### src/rtl/sound_event_scheduler_if.sv
// Request/response bundle between the game FSM, the scheduler and the sound controller.
// The master drives the requests and the busy flag. The slave is the scheduler.
interface sound_event_scheduler_if;
  logic       evt_winrnd;
  logic       evt_wingame;
  logic       evt_speedrnd;
  logic       evt_winspeed;
  logic       snd_busy;
  logic       winrnd;
  logic       wingame;
  logic       speed_round;
  logic       winspeed;
  logic [3:0] pending;
  logic [3:0] drop_cnt;

  modport master (
    output evt_winrnd, evt_wingame, evt_speedrnd, evt_winspeed, snd_busy,
    input  winrnd, wingame, speed_round, winspeed, pending, drop_cnt
  );

  modport slave (
    input  evt_winrnd, evt_wingame, evt_speedrnd, evt_winspeed, snd_busy,
    output winrnd, wingame, speed_round, winspeed, pending, drop_cnt
  );
endinterface

### src/rtl/sound_event_scheduler.sv
// Queues edge-detected sound requests and issues them one at a time, in priority order.
// Each issue is followed by an ack/play phase and an enforced gap of slowen ticks.
module sound_event_scheduler #(
  parameter int GAP_TICKS   = 8,
  parameter int ACK_TIMEOUT = 4
) (
  input  logic                   clk,
  input  logic                   rst,
  input  logic                   slowen,
  sound_event_scheduler_if.slave bus
);

  localparam int CNT_MAX = (GAP_TICKS > ACK_TIMEOUT) ? GAP_TICKS : ACK_TIMEOUT;
  localparam int CNT_W   = $clog2(CNT_MAX + 1);
  localparam logic [CNT_W-1:0] GAP_LAST = CNT_W'(GAP_TICKS - 1);
  localparam logic [CNT_W-1:0] ACK_LAST = CNT_W'(ACK_TIMEOUT - 1);

  typedef enum logic [2:0] {IDLE, ISSUE, WAIT_ACK, PLAY, GAP} state_t;

  state_t           state_q, state_d;
  logic [CNT_W-1:0] cnt_q, cnt_d;
  logic [3:0]       evt_q, evt_d;
  logic [3:0]       pending_q, pending_d;
  logic [3:0]       pulse_q, pulse_d;
  logic [3:0]       drop_q, drop_d;

  logic [3:0] evt_rise;
  logic [3:0] issue_clr;
  logic [3:0] drop_hits;
  logic [2:0] drop_inc;
  logic [4:0] drop_sum;

  // Bit order everywhere is {wingame, winspeed, winrnd, speed_round}.
  assign evt_d    = {bus.evt_wingame, bus.evt_winspeed, bus.evt_winrnd, bus.evt_speedrnd};
  assign evt_rise = evt_d & ~evt_q;

  always_comb begin
    state_d   = state_q;
    cnt_d     = cnt_q;
    pulse_d   = 4'b0000;
    issue_clr = 4'b0000;
    case (state_q)
      IDLE: begin
        if ((|pending_q) && !bus.snd_busy) begin
          state_d = ISSUE;
          if (pending_q[3])      pulse_d = 4'b1000;
          else if (pending_q[2]) pulse_d = 4'b0100;
          else if (pending_q[1]) pulse_d = 4'b0010;
          else                   pulse_d = 4'b0001;
          issue_clr = pulse_d;
        end
      end
      ISSUE: begin
        state_d = WAIT_ACK;
        cnt_d   = '0;
      end
      WAIT_ACK: begin
        if (bus.snd_busy) begin
          state_d = PLAY;
          cnt_d   = '0;
        end else if (slowen) begin
          if (cnt_q == ACK_LAST) begin
            state_d = GAP;
            cnt_d   = '0;
          end else begin
            cnt_d = cnt_q + 1'b1;
          end
        end
      end
      PLAY: begin
        if (!bus.snd_busy) begin
          state_d = GAP;
          cnt_d   = '0;
        end
      end
      GAP: begin
        if (slowen) begin
          if (cnt_q == GAP_LAST) begin
            state_d = IDLE;
            cnt_d   = '0;
          end else begin
            cnt_d = cnt_q + 1'b1;
          end
        end
      end
      default: begin
        state_d = IDLE;
        cnt_d   = '0;
      end
    endcase
  end

  // A new edge always wins over the issue clear or a game-over flush of the same bit.
  always_comb begin
    drop_hits = evt_rise & pending_q & ~issue_clr;
    drop_inc  = {2'b00, drop_hits[0]} + {2'b00, drop_hits[1]}
              + {2'b00, drop_hits[2]} + {2'b00, drop_hits[3]};
    drop_sum  = {1'b0, drop_q} + {2'b00, drop_inc};
    drop_d    = (drop_sum > 5'd15) ? 4'hF : drop_sum[3:0];
    pending_d = pending_q & ~issue_clr;
    if (evt_rise[3]) begin
      pending_d[2:0] = 3'b000;
    end
    pending_d = pending_d | evt_rise;
  end

  always_ff @(posedge clk or negedge rst) begin
    if (!rst) begin
      state_q   <= IDLE;
      cnt_q     <= '0;
      evt_q     <= 4'b0000;
      pending_q <= 4'b0000;
      pulse_q   <= 4'b0000;
      drop_q    <= 4'b0000;
    end else begin
      state_q   <= state_d;
      cnt_q     <= cnt_d;
      evt_q     <= evt_d;
      pending_q <= pending_d;
      pulse_q   <= pulse_d;
      drop_q    <= drop_d;
    end
  end

  assign bus.wingame     = pulse_q[3];
  assign bus.winspeed    = pulse_q[2];
  assign bus.winrnd      = pulse_q[1];
  assign bus.speed_round = pulse_q[0];
  assign bus.pending     = pending_q;
  assign bus.drop_cnt    = drop_q;

endmodule

### src/flat_wrapper.sv
// flat-port wrapper written by rule: the top's interface ports become plain ports
module sound_event_scheduler_flat 
#(
  parameter int GAP_TICKS   = 8,
  parameter int ACK_TIMEOUT = 4
)
  (clk, rst, slowen, bus_evt_winrnd, bus_evt_wingame, bus_evt_speedrnd, bus_evt_winspeed, bus_snd_busy, bus_winrnd, bus_wingame, bus_speed_round, bus_winspeed, bus_pending, bus_drop_cnt);
  sound_event_scheduler_if bus_i ();
  input  logic clk;
  input  logic rst;
  input  logic slowen;
  input wire logic [$bits(bus_i.evt_winrnd)-1:0] bus_evt_winrnd;
  input wire logic [$bits(bus_i.evt_wingame)-1:0] bus_evt_wingame;
  input wire logic [$bits(bus_i.evt_speedrnd)-1:0] bus_evt_speedrnd;
  input wire logic [$bits(bus_i.evt_winspeed)-1:0] bus_evt_winspeed;
  input wire logic [$bits(bus_i.snd_busy)-1:0] bus_snd_busy;
  output wire logic [$bits(bus_i.winrnd)-1:0] bus_winrnd;
  output wire logic [$bits(bus_i.wingame)-1:0] bus_wingame;
  output wire logic [$bits(bus_i.speed_round)-1:0] bus_speed_round;
  output wire logic [$bits(bus_i.winspeed)-1:0] bus_winspeed;
  output wire logic [$bits(bus_i.pending)-1:0] bus_pending;
  output wire logic [$bits(bus_i.drop_cnt)-1:0] bus_drop_cnt;
  assign bus_i.evt_winrnd = bus_evt_winrnd;
  assign bus_i.evt_wingame = bus_evt_wingame;
  assign bus_i.evt_speedrnd = bus_evt_speedrnd;
  assign bus_i.evt_winspeed = bus_evt_winspeed;
  assign bus_i.snd_busy = bus_snd_busy;
  assign bus_winrnd = bus_i.winrnd;
  assign bus_wingame = bus_i.wingame;
  assign bus_speed_round = bus_i.speed_round;
  assign bus_winspeed = bus_i.winspeed;
  assign bus_pending = bus_i.pending;
  assign bus_drop_cnt = bus_i.drop_cnt;
  sound_event_scheduler #(.GAP_TICKS(GAP_TICKS), .ACK_TIMEOUT(ACK_TIMEOUT)) u_core (.clk(clk), .rst(rst), .slowen(slowen), .bus(bus_i));
endmodule
### config.mk
export PLATFORM = sky130hd
export DESIGN_NAME = sound_event_scheduler_flat
export DESIGN_NICKNAME = d
export VERILOG_FILES = /design/src/rtl/sound_event_scheduler_if.sv /design/src/rtl/sound_event_scheduler.sv /design/src/flat_wrapper.sv
export SDC_FILE = /design/constraint.sdc
export NUM_CORES = 1
export LEC_CHECK = 0
export CAP_MARGIN = 0
export CORE_MARGIN = 8
export CORE_UTILIZATION = 45
export DETAILED_ROUTE_END_ITERATION = 6
export HOLD_SLACK_MARGIN = 0.15
export PLACE_DENSITY = 0.76
export SLEW_MARGIN = 5
export SYNTH_ARGS = -nofsm -noshare
export SYNTH_HDL_FRONTEND = slang
export SYNTH_SLANG_ARGS = --single-unit
### constraint.sdc
create_clock -name clk -period 5.2 [get_ports clk]
set_input_delay 1.04 -clock clk [delete_from_list [all_inputs] [get_ports clk]]
set_output_delay 1.04 -clock clk [all_outputs]
set_load 0.05 [all_outputs]
run_1/wires.png
Only two layers are drawn.
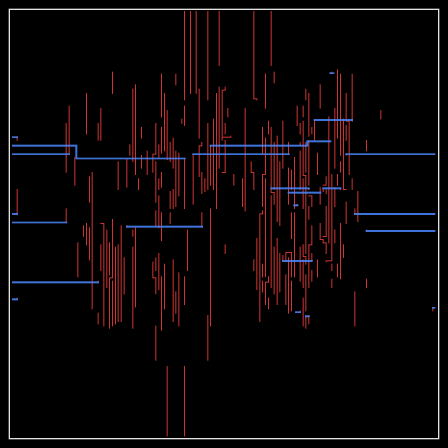
metal 3 -> blue  # wire length 173 microns
metal 2 -> red  # wire length 1220 microns
total track usage: 0.123
Via Count: 980
Routed Wire Length: 2500 microns
DR WL/cell: 14.8 microns

run_1/flops_by_reg.png
Scale bar: 20 microns.
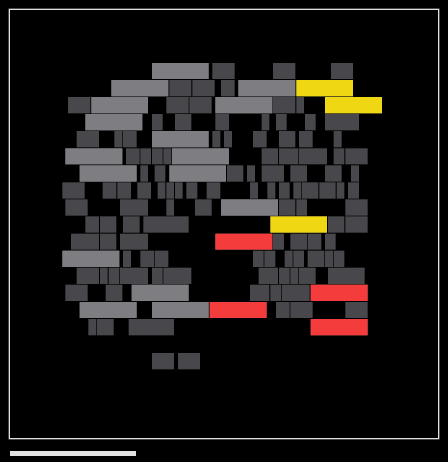
u_core.cnt_q -> red  # sequential cells 4
u_core.state_q -> yellow  # sequential cells 3
not coloured = 16

run_1/metal_density.png
14 x 14 tiles, from dark purple (low) to yellow (high), scaled to the fullest tile. Values are wire area over tile area, all layers added.
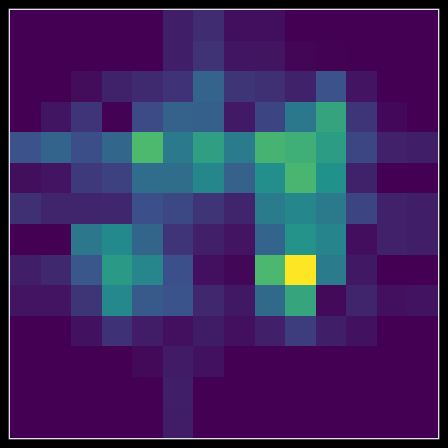
mean over tiles = 0.087
nearly empty tiles = 38%
emptiest ninth of the die = south-east

run_1/clocks.png
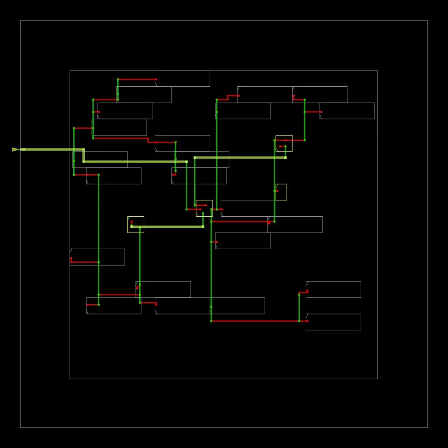
final setup skew: 2.36 ps
Num CTS Buffers: 3
# clock sinks: 23
flip-flops: 23
clock network power: 0.0848 mW

==> impl_metrics.env, run 1 <==
# yosys + openroad results
export IMPL_status="complete, no violations"
export IMPL_sh_seq_area=0.397
export IMPL_layout_nonclk_buf_frac=0.131
export IMPL_utilization=0.545
export IMPL_root_buffer="clkbuf_4"
export IMPL_largest_class="combinational gates"
export IMPL_compound_area_frac=0.171
export IMPL_cpMaxStageDelayCell="clkdlybuf4s50_1"
export IMPL_hp_class="flop to flop"
export IMPL_logic_gates=88
export IMPL_edf_count=0
export IMPL_p_seq_mw=0.289
export IMPL_inv_count=4
export IMPL_arrival_ps=4740
export IMPL_cp_required_ps=5430
export IMPL_peakVddDrop_mv=0.357
export IMPL_clockBufferDepth=2
export IMPL_regArea_sq_um=576
export IMPL_dp_slack_ps=327
export IMPL_ys_dominant_reg_cell="dfrtp_1"
export IMPL_rsz0062_at_grt="false"
export IMPL_syn_area_sq_um=1230
export IMPL_vias_per_cell=5.80
export IMPL_grt_max_degree=24
export IMPL_pwr_share_comb=0.481
export IMPL_tightestPinTransition_ps=1030
export IMPL_power_density_nw_per_um2=497
export IMPL_ys_sh_mux=0.00816
export IMPL_hold_viol=0
export IMPL_clkbuf_count=3
export IMPL_antenna_found_initial=0
export IMPL_seq_power_share=0.401
export IMPL_mostFrequentLayoutCells="23 x dfrtp_1, 19 x clkdlybuf4s50_1, 11 x nor2_1"
export IMPL_power_top_group="combinational logic"
export IMPL_fmax_ghz=0.221
export IMPL_boundaryPins=20
export IMPL_tap_cells=31
export IMPL_area_delta_synth_final_pct=18.4
export IMPL_dpl_hpwl_microns=1860
export IMPL_drcViolationCount=0
export IMPL_tool_warnings=26
export IMPL_critPathMaxStageDelay_ps=560
export IMPL_maxSlewHeadroom=0.313
export IMPL_fin_crit_sh=0.869
export IMPL_postCtsHoldBufs=0
export IMPL_setup_viol_count_final=0
-- run 1: routing by layer --
| layer | up-vias | GRT usage | wire length, microns |
|---|---|---|---|
| met3 | 6 | 0.0540 | 172 |
| met4 | 0 | 0.0409 | 36 |
| met1 | 469 | 0.133 | 1070 |
| met2 | 31 | 0.210 | 1220 |
| met5 | - | 0 | 0 |
| li1 | 474 | - | - |
-- run 1: through the flow --
step / hold slack, ps / std cells / power, mW / area (sq um)
global placement: 460 / 165 / 0.624 / 1420
CTS: 495 / 169 / 0.728 / 1450
floorplan: 444 / 119 / 0.544 / 1230
global route: 521 / 169 / 0.776 / 1450
finish: 504 / 169 / 0.721 / 1450
detailed placement: 477 / 165 / 0.640 / 1420
-- run 1: path summary, 6_finish.rpt --
| kind | end | slack, ps | cells past startpoint |
|---|---|---|---|
| setup / recovery | u_core.bus.drop_cnt[3]$_DFF_PN0_ | 680 | 11 |
| hold / removal | u_core.bus.pending[1]$_DFF_PN0_ | 500 | 1 |
| setup reg to reg | u_core.bus.drop_cnt[3]$_DFF_PN0_ | 1440 | 10 |
| hold reg to reg | u_core.bus.pending[1]$_DFF_PN0_ | 500 | 1 |
| max in group asynchronous | u_core.evt_q[2]$_DFF_PN0_ | 3320 | 1 |
| min in group asynchronous | u_core.cnt_q[2]$_DFFE_PN0P_ | 1270 | 1 |
-- run 1: synthesized netlist by cell type, types with 3 or more instances --
master	count	share of area
dfrtp_1	23	0.47
o21ai_0	9	0.037
nor2_1	11	0.034
nand2_1	9	0.028
nor3b_1	3	0.018
inv_1	4	0.012
ha_1	6	0.061
nor3_1	3	0.012
a21oi_1	7	0.029
nand2b_1	5	0.026
nor4_1	4	0.020
a211oi_1	3	0.018
run_1/cell_density.png
Scale bar: 20 microns. 7 x 7 tiles, from dark purple (low) to yellow (high), 0 to 100% covered.
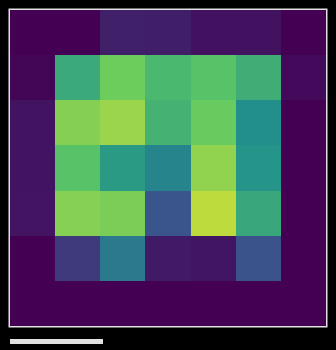

## Run 2: what changed since run 1
==> constraint.sdc (replaced) <==
create_clock -name clk -period 5.2 [get_ports clk]
set_input_delay 0.52 -clock clk [delete_from_list [all_inputs] [get_ports clk]]
set_output_delay 0.52 -clock clk [all_outputs]
set_load 0.05 [all_outputs]
run_2/cell_density.png
Scale bar: 20 microns. 7 x 7 tiles, from dark purple (low) to yellow (high), 0 to 100% covered.
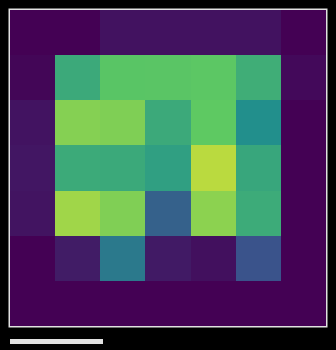
densest ninth of the die = centre
fullest tile = 89%
tiles over 75% full = 14%
nearly empty tiles = 33%
mean over tiles = 30%

run_2/wires.png
Only two layers are drawn.
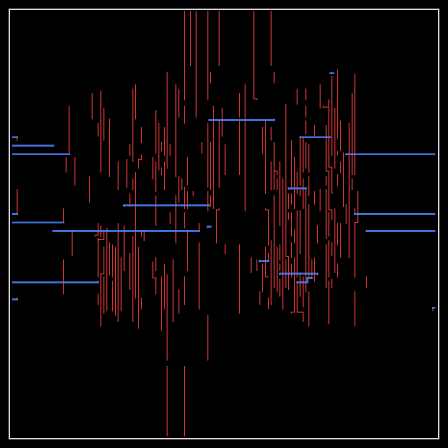
DR WL/cell: 14.5 microns
Routed Wire Length: 2440 microns
total track usage: 0.121

==> impl_metrics.env, run 2 <==
# yosys + openroad results
export IMPL_status="complete, no violations"
export IMPL_timing_rr_end="u_core.bus.drop_cnt[3]$_DFF_PN0_"
export IMPL_arrival_ps=4220
export IMPL_pwr_share_comb=0.480
export IMPL_worstSetupEndpoint="u_core.bus.drop_cnt[3]$_DFF_PN0_"
export IMPL_yosysMostFrequentCell="dfrtp_1"
export IMPL_boundaryPins=20
export IMPL_reg2reg_slack_ps=1440
export IMPL_dp_slack_ps=851
export IMPL_top_area_frac=0.469
export IMPL_cp_required_ps=5430
export IMPL_reg2reg_depth=10
export IMPL_fin_crit_sh=0.767
export IMPL_ys_sh_mux=0.00816
export IMPL_power_density_nw_per_um2=495
export IMPL_seq_power_share=0.403
export IMPL_ys_dominant_reg_cell="dfrtp_1"
export IMPL_edf_count=0
export IMPL_setup_viol_count_final=0
export IMPL_place_area_sq_um=1420
export IMPL_grt_max_degree=24
export IMPL_hp_class="flop to flop"
export IMPL_regArea_sq_um=576
export IMPL_tightestPinTransition_ps=987
export IMPL_yosysSeqAreaShare=0.469
export IMPL_whs_path_depth=1
export IMPL_rsz0062_at_grt="false"
export IMPL_holdPathEnd="u_core.bus.pending[1]$_DFF_PN0_"
export IMPL_cp_startpoint="bus_snd_busy"
export IMPL_largest_area_cell="dfrtp_1"
export IMPL_hold_viol=0
export IMPL_peakVddDrop_mv=0.342
export IMPL_compound_area_frac=0.171
export IMPL_mostFrequentLayoutCells="23 x dfrtp_1, 19 x clkdlybuf4s50_1, 11 x nor2_1"
export IMPL_dpl_hpwl_microns=1870
export IMPL_top_cells_by_area="dfrtp_1 47%, ha_1 6.1%, o21ai_0 3.7%, nor2_1 3.4%, fa_1 3.3%"
export IMPL_tool_warnings=26
export IMPL_skew_ps=4.05
export IMPL_clockBufferDepth=2
export IMPL_drcViolationCount=0
export IMPL_cts_made_buffers=3
[run 2: cell counts after synthesis]
Identical to the previous run, type by type.
[run 2: cell type report]
type | count | area share
clock buffer | 3 | 0.0155
clock inverter | 1 | 0.00345
inverter | 4 | 0.0103
multi-input combinational | 88 | 0.416
sequential | 23 | 0.397
tap | 31 | 0.0267
timing repair buffer | 19 | 0.131
[run 2: worst max-delay path: stages]
cell and delay, ps:
clkdlybuf4s50_1 560, nor4_1 470, nand2_1 170, o21ai_0 240, nor2_1 70, ha_1 310
fa_1 390, ha_1 330, fa_1 460, or4_1 530, a21o_1 170
[run 2: layer usage]
metal	vias up	wire length, microns	GRT usage
met5	-	0	0
met4	0	40	0.0486
met3	7	142	0.0507
met2	24	1220	0.206
met1	472	1040	0.129
li1	471	-	-
[run 2: power groups by stage]
stage | Sequential [mW] | Clock, mW | Combinational [mW]
floorplan | 0.347 | 0 | 0.196
global placement | 0.289 | 0 | 0.335
detailed placement | 0.291 | 0 | 0.349
CTS | 0.287 | 0.0887 | 0.350
global route | 0.297 | 0.0989 | 0.380
finish | 0.289 | 0.0845 | 0.345
[run 2: cells by family after synthesis]
group           Yosys count
flops                    23
compound gates           32
fa+ha+maj                 8
buf+inv                   8
mux                       1
simple gates             47
[run 2: per-stage QoR]
step	power, mW	instances	hold WS (ps)
6_report	0.718	169	492
5_1_grt	0.776	169	521
4_1_cts	0.726	169	495
3_5_place_dp	0.639	165	476
3_3_place_gp	0.624	165	460
2_1_floorplan	0.544	119	224
run_2/metal_density.png
14 x 14 tiles, from dark purple (low) to yellow (high), scaled to the fullest tile. Values are wire area over tile area, all layers added.
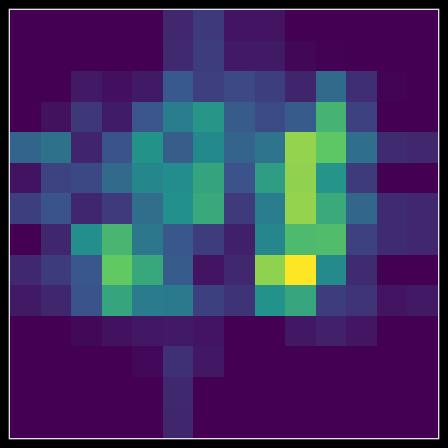

## Run 3: what changed since run 2
- clock period: 5.2 -> 3.77 ns (I/O delays scaled with it)
run_3/metal_density.png
14 x 14 tiles, from dark purple (low) to yellow (high), scaled to the fullest tile. Values are wire area over tile area, all layers added.
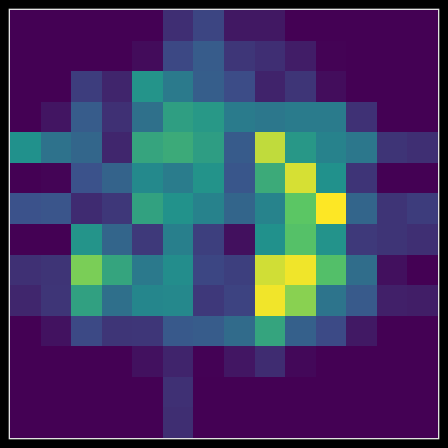
Via Count: 964
Routed Wire Length: 2500 microns
DR WL/cell: 14.1 microns
total track usage: 0.120

run_3/clocks.png
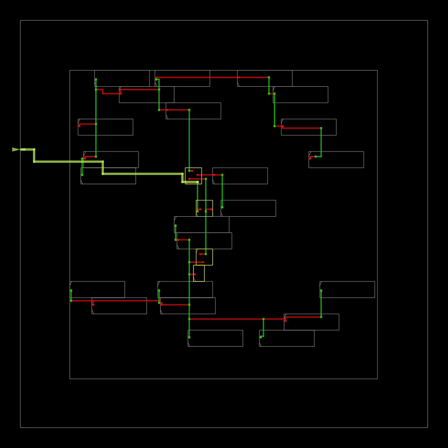
layout clock buffer count: 3
final setup skew: 5.31 ps
Clk Latency, worst-skew pair: 300 ps

==> impl_metrics.env, run 3 <==
# yosys + openroad results
export IMPL_sh_seq_area=0.381
export IMPL_inv_count=4
export IMPL_regArea_sq_um=576
export IMPL_clock_sinks=23
export IMPL_setup_viol_count_final=0
export IMPL_logic_gates=88
export IMPL_yosys_top_cells_count="23 x dfrtp_1, 11 x nor2_1, 9 x nand2_1, 9 x o21ai_0, 7 x a21oi_1"
export IMPL_rsz0062_at_grt="false"
export IMPL_top_area_frac=0.469
export IMPL_signal_buffers=27
export IMPL_peakVddDrop_mv=0.460
export IMPL_fmax_ghz=0.284
export IMPL_yosysMostFrequentCell="dfrtp_1"
export IMPL_fin_crit_sh=0.935
export IMPL_largest_class="combinational gates"
export IMPL_hold_ws_ps=499
export IMPL_largest_area_cell="dfrtp_1"
export IMPL_clockBufferDepth=2
export IMPL_place_area_sq_um=1480
export IMPL_vias_per_cell=5.45
export IMPL_status="complete, no violations"
export IMPL_cp_required_ps=3970
export IMPL_flops=23
export IMPL_maxSlewHeadroom=0.320
export IMPL_edf_count=0
export IMPL_utilization=0.568
export IMPL_ys_sh_mux=0.00816
export IMPL_area_delta_synth_final_pct=23.3
export IMPL_arrival_ps=3730
export IMPL_hp_class="flop to flop"
export IMPL_boundaryPins=20
export IMPL_syn_area_sq_um=1230
export IMPL_tightestPinTransition_ps=1020
export IMPL_mostFrequentLayoutCells="23 x dfrtp_1, 19 x clkdlybuf4s50_1, 11 x nor2_1"
export IMPL_fin_area_sq_um=1510
-- run 3: per-layer routing --
layer  wire length [microns]  vias to the layer above  GRT usage
li1                        -                      484          -
met2                    1250                       13      0.196
met5                       0                        -          0
met3                     119                        0     0.0311
met4                       0                        0     0.0307
met1                    1130                      467      0.154
-- run 3: path summary, 6_finish.rpt --
check	cells after the start	slack [ps]	to	from
max	11	250	u_core.bus.drop_cnt[3]$_DFF_PN0_	bus_snd_busy
min	1	500	u_core.bus.pending[1]$_DFF_PN0_	u_core.evt_q[1]$_DFF_PN0_
max reg2reg	10	330	u_core.bus.drop_cnt[3]$_DFF_PN0_	u_core.state_q[2]$_DFFE_PN0P_
min reg2reg	1	500	u_core.bus.pending[1]$_DFF_PN0_	u_core.evt_q[1]$_DFF_PN0_
max in group asynchronous	1	2540	u_core.bus.pending[2]$_DFF_PN0_	rst
min in group asynchronous	1	620	u_core.state_q[2]$_DFFE_PN0P_	rst
-- run 3: power by group through the flow --
stage / combinational, mW / sequential [mW] / clock [mW]
4_1_cts: 0.560 / 0.354 / 0.116
3_5_place_dp: 0.558 / 0.358 / 0
5_1_grt: 0.610 / 0.364 / 0.125
2_1_floorplan: 0.271 / 0.479 / 0
6_report: 0.557 / 0.354 / 0.109
3_3_place_gp: 0.542 / 0.357 / 0
-- run 3: metrics by stage --
stage	power (mW)	cells	TNS [ps]	setup slack (ps)
after detailed placement	0.917	173	-77.6	-77.6
after floorplan	0.750	119	0	327
after global placement	0.899	173	-33.0	-33.0
after global routing	1.10	177	0	42.9
after CTS	1.03	177	0	238
final	1.02	177	0	246
-- run 3: worst max-delay path: stages --
cell,delay (ps)
clkdlybuf4s50_1,420
nor4_1,430
nand2_1,120
o21ai_0,210
nor2_1,60
ha_1,310
fa_1,390
ha_1,320
fa_1,410
or4_1,510
a21o_1,170
Power is estimated from default activity; no workload was simulated.
